Figure 1. Cell sizes after repair (run 1).
(2 px per µm)
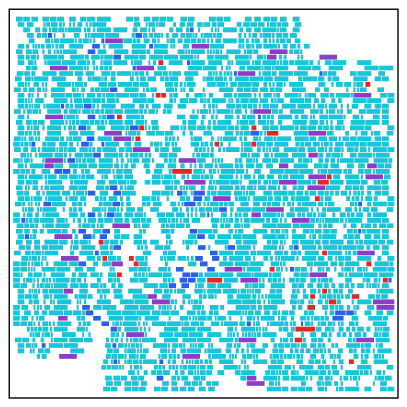
Figure 2. Cell placement (run 1).
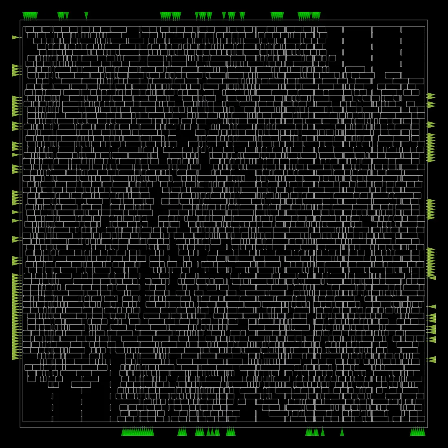
Figure 3. Port wiring (run 1).
(2 px per µm)
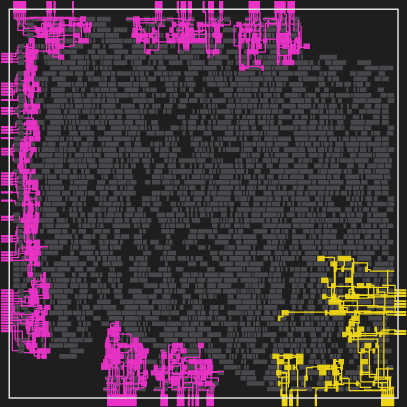
Figure 4. Cell area per tile (run 1).
(2 px per µm) The die is cut into 19 by 19 equal tiles; dark blue is low, red is high, 0 to 100% covered.
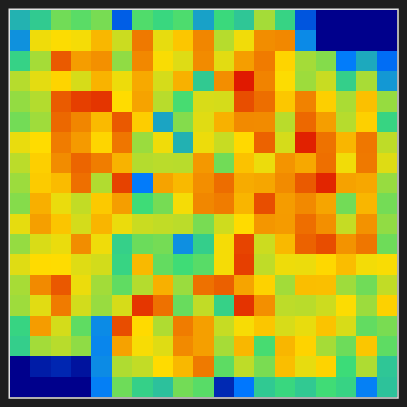
<file path="src/rtl/dac_peak_monitor.sv">
// Peak and clip monitor for the super-sample DAC bus. A three-stage abs/max/popcount
// pipeline feeds an interval accumulator that publishes peak and clip count per interval.
module dac_peak_monitor #(
    parameter int NUMBER_OF_LINE = 8,
    parameter int LEN_WIDTH      = 24
) (
    input  logic                        clock,
    input  logic                        reset_n,
    input  logic                        enable,
    input  logic [LEN_WIDTH-1:0]        interval_length,
    input  logic [15:0]                 clip_threshold,
    input  logic [16*NUMBER_OF_LINE-1:0] dac_data,
    output logic [15:0]                 interval_max,
    output logic [15:0]                 interval_clip_count,
    output logic                        interval_valid
);

    localparam int HALF  = NUMBER_OF_LINE / 2;
    localparam int CNT_W = $clog2(NUMBER_OF_LINE + 1);

    // Datapath stages
    logic [15:0]      abs_d [NUMBER_OF_LINE];
    logic [15:0]      abs_q [NUMBER_OF_LINE];
    logic [15:0]      pmax_d [HALF];
    logic [15:0]      pmax_q [HALF];
    logic [15:0]      max_tree [HALF];
    logic [CNT_W-1:0] clip2_d, clip2_q;
    logic [15:0]      beat_max_d, beat_max_q;
    logic [CNT_W-1:0] beat_clip_d, beat_clip_q;

    // Control and accumulator
    logic                 v1_d, v1_q, v2_d, v2_q, v3_d, v3_q;
    logic [LEN_WIDTH-1:0] beat_cnt_d, beat_cnt_q;
    logic [LEN_WIDTH-1:0] len_d, len_q;
    logic [15:0]          acc_max_d, acc_max_q;
    logic [15:0]          acc_clip_d, acc_clip_q;
    logic [15:0]          out_max_d, out_max_q;
    logic [15:0]          out_clip_d, out_clip_q;
    logic                 out_valid_d, out_valid_q;

    logic                 first_beat;
    logic [LEN_WIDTH-1:0] eff_len;
    logic [15:0]          merged_max;
    logic [16:0]          clip_sum;
    logic [15:0]          merged_clip;

    // S1: per-lane magnitude; -32768 clamps to 32767 so the result fits 15 bits.
    always_comb begin
        logic [15:0] s;
        v1_d = enable;
        for (int i = 0; i < NUMBER_OF_LINE; i++) begin
            s = dac_data[16*i +: 16];
            if (!s[15])              abs_d[i] = s;
            else if (s == 16'h8000)  abs_d[i] = 16'h7FFF;
            else                     abs_d[i] = ~s + 16'd1;
        end
    end

    // S2: pairwise max and clip popcount.
    always_comb begin
        v2_d    = v1_q;
        clip2_d = '0;
        for (int i = 0; i < HALF; i++)
            pmax_d[i] = (abs_q[2*i] > abs_q[2*i+1]) ? abs_q[2*i] : abs_q[2*i+1];
        for (int i = 0; i < NUMBER_OF_LINE; i++)
            if (abs_q[i] > clip_threshold) clip2_d = clip2_d + CNT_W'(1);
    end

    // S3: balanced max tree over the pair maxima; odd leftovers pass through a level.
    always_comb begin
        v3_d        = v2_q;
        beat_clip_d = clip2_q;
        max_tree    = pmax_q;
        for (int w = HALF; w > 1; w = (w + 1) / 2) begin
            for (int i = 0; i < w / 2; i++)
                max_tree[i] = (max_tree[2*i] > max_tree[2*i+1]) ? max_tree[2*i] : max_tree[2*i+1];
            if (w % 2 == 1) max_tree[w/2] = max_tree[w-1];
        end
        beat_max_d = max_tree[0];
    end

    // S4: interval accumulator; the interval length is latched on its first beat.
    always_comb begin
        first_beat  = (beat_cnt_q == '0);
        eff_len     = first_beat ? ((interval_length == '0) ? LEN_WIDTH'(1) : interval_length) : len_q;
        merged_max  = (first_beat || beat_max_q > acc_max_q) ? beat_max_q : acc_max_q;
        clip_sum    = {1'b0, acc_clip_q} + 17'(beat_clip_q);
        merged_clip = first_beat ? 16'(beat_clip_q) : (clip_sum[16] ? 16'hFFFF : clip_sum[15:0]);

        beat_cnt_d  = beat_cnt_q;
        len_d       = len_q;
        acc_max_d   = acc_max_q;
        acc_clip_d  = acc_clip_q;
        out_max_d   = out_max_q;
        out_clip_d  = out_clip_q;
        out_valid_d = 1'b0;

        if (v3_q) begin
            len_d      = eff_len;
            acc_max_d  = merged_max;
            acc_clip_d = merged_clip;
            if (beat_cnt_q == eff_len - LEN_WIDTH'(1)) begin
                out_max_d   = merged_max;
                out_clip_d  = merged_clip;
                out_valid_d = 1'b1;
                beat_cnt_d  = '0;
            end else begin
                beat_cnt_d = beat_cnt_q + LEN_WIDTH'(1);
            end
        end
    end

    // NOTE: datapath stages carry no reset; the valid tags alone decide whether they are used.
    always_ff @(posedge clock) begin
        abs_q       <= abs_d;
        pmax_q      <= pmax_d;
        clip2_q     <= clip2_d;
        beat_max_q  <= beat_max_d;
        beat_clip_q <= beat_clip_d;
    end

    always_ff @(posedge clock) begin
        if (!reset_n) begin
            v1_q        <= 1'b0;
            v2_q        <= 1'b0;
            v3_q        <= 1'b0;
            beat_cnt_q  <= '0;
            len_q       <= '0;
            acc_max_q   <= '0;
            acc_clip_q  <= '0;
            out_max_q   <= '0;
            out_clip_q  <= '0;
            out_valid_q <= 1'b0;
        end else begin
            v1_q        <= v1_d;
            v2_q        <= v2_d;
            v3_q        <= v3_d;
            beat_cnt_q  <= beat_cnt_d;
            len_q       <= len_d;
            acc_max_q   <= acc_max_d;
            acc_clip_q  <= acc_clip_d;
            out_max_q   <= out_max_d;
            out_clip_q  <= out_clip_d;
            out_valid_q <= out_valid_d;
        end
    end

    assign interval_max        = out_max_q;
    assign interval_clip_count = out_clip_q;
    assign interval_valid      = out_valid_q;

endmodule

</file>
<file path="config.mk">
export PLATFORM = sky130hd
export DESIGN_NAME = dac_peak_monitor
export DESIGN_NICKNAME = d
export VERILOG_FILES = /design/src/rtl/dac_peak_monitor.sv
export SDC_FILE = /design/constraint.sdc
export NUM_CORES = 1
export LEC_CHECK = 0
export CORE_MARGIN = 1
export CORE_UTILIZATION = 59
export CTS_BUF_LIST = sky130_fd_sc_hd__clkbuf_8 sky130_fd_sc_hd__clkbuf_16
export DETAILED_ROUTE_END_ITERATION = 10
export PLACE_DENSITY_LB_ADDON = 0.3
export SKIP_LAST_GASP = 1
export SLEW_MARGIN = 25
export SYNTH_ARGS = -nofsm -noshare
export SYNTH_HDL_FRONTEND = slang
export SYNTH_SLANG_ARGS = --single-unit
export TNS_END_PERCENT = 30
</file>
<file path="constraint.sdc">
create_clock -name clock -period 6.9 [get_ports clock]
set_clock_uncertainty 0.05 [all_clocks]
set_input_delay 0.69 -clock clock [delete_from_list [all_inputs] [get_ports clock]]
set_output_delay 0.69 -clock clock [all_outputs]
set_load 0.005 [all_outputs]
</file>
==> impl_metrics.csv, run 1 <==
group,metric,value,unit
finish,buffer_area_frac,0.08672,
critical_path,cp.required,7.25,ns
die,nWellTaps,461,
clocking,clk_pin_slew,0.06,ns
clocking,cts.sinks,332,
yosys,top_area_frac,0.3070,
yosys,numSynthFlops,332,
yosys,yosys.area_share.xor_xnor,0.06906,
min_path,hp-class,"flop to flop",
power_and_ir_drop,switching_power,2010,µW
grt,track_usage,0.3008,
run,drv_cap,0,
yosys,syn_area_per_cell,8.682,µm²
critical_path,cp-start-kind,"primary input",
final_timing,relSlewSlack,0.3250,
clocking,clock_latency,0.52,ns
final_timing,whs,0.2755,ns
finish,comb_area_frac,0.5493,
routing,vias,18761,
clocking,h-tree-depth,2,
routing,drc,0,
routing,drtIter0Drc,993,
critical_path,worstSetupPathType,"primary input to flop",
critical_path,cp_num_buf_inv,5,
yosys,postSynth.asyncResetShare,0,
yosys,synth_area,21650,µm²
run_status,status,"completed",
yosys,logic_family,"simple AND/OR/NAND/NOR gates",
clocking,hold_buffers,0,
yosys,synth_seq_share,0.3070,
final_timing,fmax,167.5,MHz
final_timing,min_period,5.971,ns
routing,first_pass_iters,5,
grt,grt.overflow.total,0,
power_and_ir_drop,clock_power_share,0.314,
final_timing,hold_violations,0,
place,place_ws,0.5187,ns
die,die_area,37470,µm²
routing,wl_per_cell,18.13,µm
yosys,ff_type,"dfxtp_1",
routing,drt-total-wl,57.53,mm
critical_path,arrival,6.32,ns
critical_path,max_stage_delay,0.56,ns
final_timing,finalWorstSetupSlack,0.9290,ns
critical_path,crit_chain,"clkdlybuf4s50_1 > inv_1 > ha_1 > a21oi_1 > nand2_1 > a221o_1 > o31a_1 > inv_1 > ha_1 > inv_1 > a311oi_1 > a41oi_1 > xnor2_1 > mux2i_1 > inv_1 > ha_1 > xnor2_1 > a222oi_1 > ha_1 > a32oi_1 > o21ai_0 > and3_1 > a2111oi_1",
finish,largest-register,"abs_q",
finish,mostFrequentLayoutCells,"332 x dfxtp_1, 289 x nand2_1, 277 x ha_1, 208 x inv_1, 202 x clkdlybuf4s50_1",
yosys,adder_share,0.1610,
Back to the opening pictures, Figure 1:
- cyan: x1 and smaller (cells 2,542; most used dfxtp_1)
- purple: x6 and larger (cells 51; most used clkbuf_16)
- red: x3 and x4 (cells 33; most used buf_4)
- blue: x2 (cells 87; most used mux2_2)

Back to the opening pictures, Figure 2:
fin util: 0.7079
FP Rows: 69
sequential share of cell area: 0.2620

Back to the opening pictures, Figure 3:
- magenta: dac_data (direction input; end cells 315; buffers 128; wire 4,330 µm)
- yellow: interval_length (direction input; end cells 73; buffers 24; wire 1,240 µm)
Boundary Pins: 204
PortBufs: 203

Back to the opening pictures, Figure 4:
- nearly empty tiles: 3.6%
- mean over tiles: 66%
- fullest tile: 97%
- tiles over 75% full: 40%

[run 1: power by group through the flow]
stage,clock network (µW),logic [µW],registers [µW]
2_1_floorplan,0,1340,2290
5_1_grt,2060,2130,2380
3_5_place_dp,0,1870,2400
4_1_cts,1980,1890,2360
3_3_place_gp,0,1770,2390
6_report,1960,1910,2360
[run 1: final timing paths]
| path | to | slack, ns | from | depth (start not counted) |
|---|---|---|---|---|
| min reg2reg | beat_clip_q[3] | 0.28 | beat_clip_d[3] | 0 |
| max reg2reg | interval_clip_count[3] | 1.48 | beat_cnt_q[0] | 15 |
| min | beat_clip_q[3] | 0.28 | beat_clip_d[3] | 0 |
| max | beat_clip_d[3] | 0.93 | clip_threshold[14] | 23 |
[run 1: layer usage]
layer / wire [µm] / track usage / vias up / part of all wire
met2: 27440 / 0.5303 / 611 / 0.48
met1: 23890 / 0.3559 / 8782 / 0.42
met3: 3056 / 0.03661 / 191 / 0.053
met4: 3148 / 0.1618 / 0 / 0.055
li1: - / - / 9177 / -
met5: 0 / 0 / - / 0
[run 1: cell usage after synthesis, drive strengths merged (6+ instances only)]
master,n
nand3b,6
a211oi,7
o31ai,33
nor4,30
o211ai,8
or2,13
o22a,6
o211a,19
or3,19
mux2,47
ha,277
xnor2,66
mux2i,133
and4,10
o311ai,10
clkbuf,54
a21boi,29
nand4,57
a31oi,28
a21oi,96
or4,24
nand3,30
nand2b,21
inv,205
a21o,32
xor2,103
o21a,34
nor3,40
buf,19
nand2,289
dfxtp,332
nor2,127
o21ai,113
o41ai,9
and2,13
nor2b,89
and3,22
[run 1: per-stage QoR]
stage          cell area (µm²)  cells  power (µW)
6_report                 25360   3174        6235
5_1_grt                  25360   3174        6569
4_1_cts                  25350   3174        6233
3_5_place_dp             24110   3108        4267
3_3_place_gp             24100   3108        4153
2_1_floorplan            21650   2494        3635
--- run 2 (diff from run 1) ---
Settings changed: CTS_CLUSTER_SIZE set to 14, HOLD_SLACK_MARGIN set to 0.08.
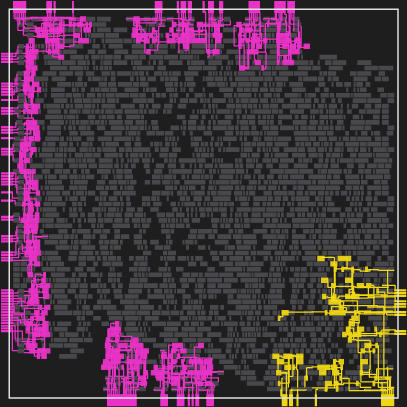
Figure 5: run 2, port wiring.
(2 px per µm)

==> impl_metrics.csv, run 2 <==
group,metric,value,unit
routing,drt-total-wl,57.54,mm
finish,fin_area,25370,µm²
place,placed_area,24110,µm²
critical_path,arrival,6.33,ns
final_timing,fmax,167.3,MHz
final_timing,relSlewSlack,0.3205,
clocking,hold_buffers,0,
critical_path,worstSetupPathType,"primary input to flop",
routing,drc,0,
clocking,clock_latency,0.53,ns
yosys,synth.most_common_cell,"dfxtp_1",
critical_path,cp_num_buf_inv,5,
yosys,synth_seq_share,0.3070,
yosys,synth_area,21650,µm²
yosys,numSynthFlops,332,
place,dp_cells,3108,
routing,first_pass_iters,5,
yosys,yosys.area_share.xor_xnor,0.06906,
finish,final-instance-count-excl-fill,3174,
yosys,logic_family,"simple AND/OR/NAND/NOR gates",
routing,vias,18807,
grt,grt.overflow.total,0,
final_timing,min_period,5.976,ns
die,rows,69,
run_status,status,"completed",
critical_path,cp-start-kind,"primary input",
yosys,top_cells_by_count,"332 x dfxtp_1, 289 x nand2_1, 277 x ha_1",
clocking,clk_pin_slew,0.06,ns
routing,wl_per_cell,18.13,µm
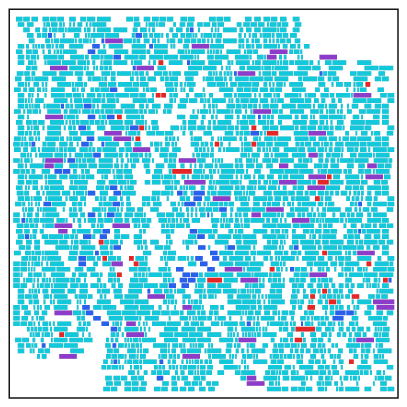
Figure 6: run 2, cell sizes after repair.
(2 px per µm)
Area Overhead vs Synth: 17.17%
Worst Slack Setup Final: 0.9243 ns

[run 2: cell counts after synthesis]
Identical to the previous run, type by type.
[run 2: where the power goes]
group          internal (µW)  switching [µW]
registers               2150             216
logic                    895            1020
clock network           1180             780
total                   4230            2010
[run 2: final timing paths]
kind | startpoint | to | slack [ns] | cells past startpoint
worst max-delay path | clip_threshold[14] | beat_clip_d[3] | 0.92 | 23
worst min-delay path | beat_clip_d[3] | beat_clip_q[3] | 0.28 | 0
worst max register to register | beat_cnt_q[0] | interval_clip_count[3] | 1.48 | 15
worst min register to register | beat_clip_d[3] | beat_clip_q[3] | 0.28 | 0
[run 2: metal layers]
metal,wire length (µm),track usage,part of all wire
met1,24140,0.3564,0.42
met2,27310,0.5320,0.47
met3,2798,0.03679,0.049
met4,3293,0.1576,0.057
met5,0,0,0
[run 2: cell type report]
| class | count | area (µm²) |
|---|---|---|
| tap | 461 | 576.8 |
| clock buffer | 48 | 1089 |
| inverter | 206 | 773.2 |
| timing repair buffer | 226 | 2200 |
| fill | 2780 | 10460 |
| sequential | 332 | 6646 |
| multi-input combinational | 1883 | 13930 |
| clock inverter | 18 | 152.6 |
[run 2: kinds of logic (layout without fill, tap and decap cells)]
kind of cell / Yosys count / in the layout
AND-OR/OR-AND: 453 / 453
XOR/XNOR: 169 / 169
multiplexers: 180 / 180
AND/OR/NAND/NOR: 803 / 803
adder cells (fa/ha/maj): 278 / 278
flip-flops: 332 / 332
buffers and inverters: 279 / 498
[run 2: metrics by stage]
step,power [µW],hold WS [ns]
after floorplan,3635,0.2596
after global placement,4153,0.2617
after detailed placement,4267,0.2636
after CTS,6238,0.2758
after global routing,6576,0.2781
final,6242,0.2753
Power is estimated from default activity; no workload was simulated.
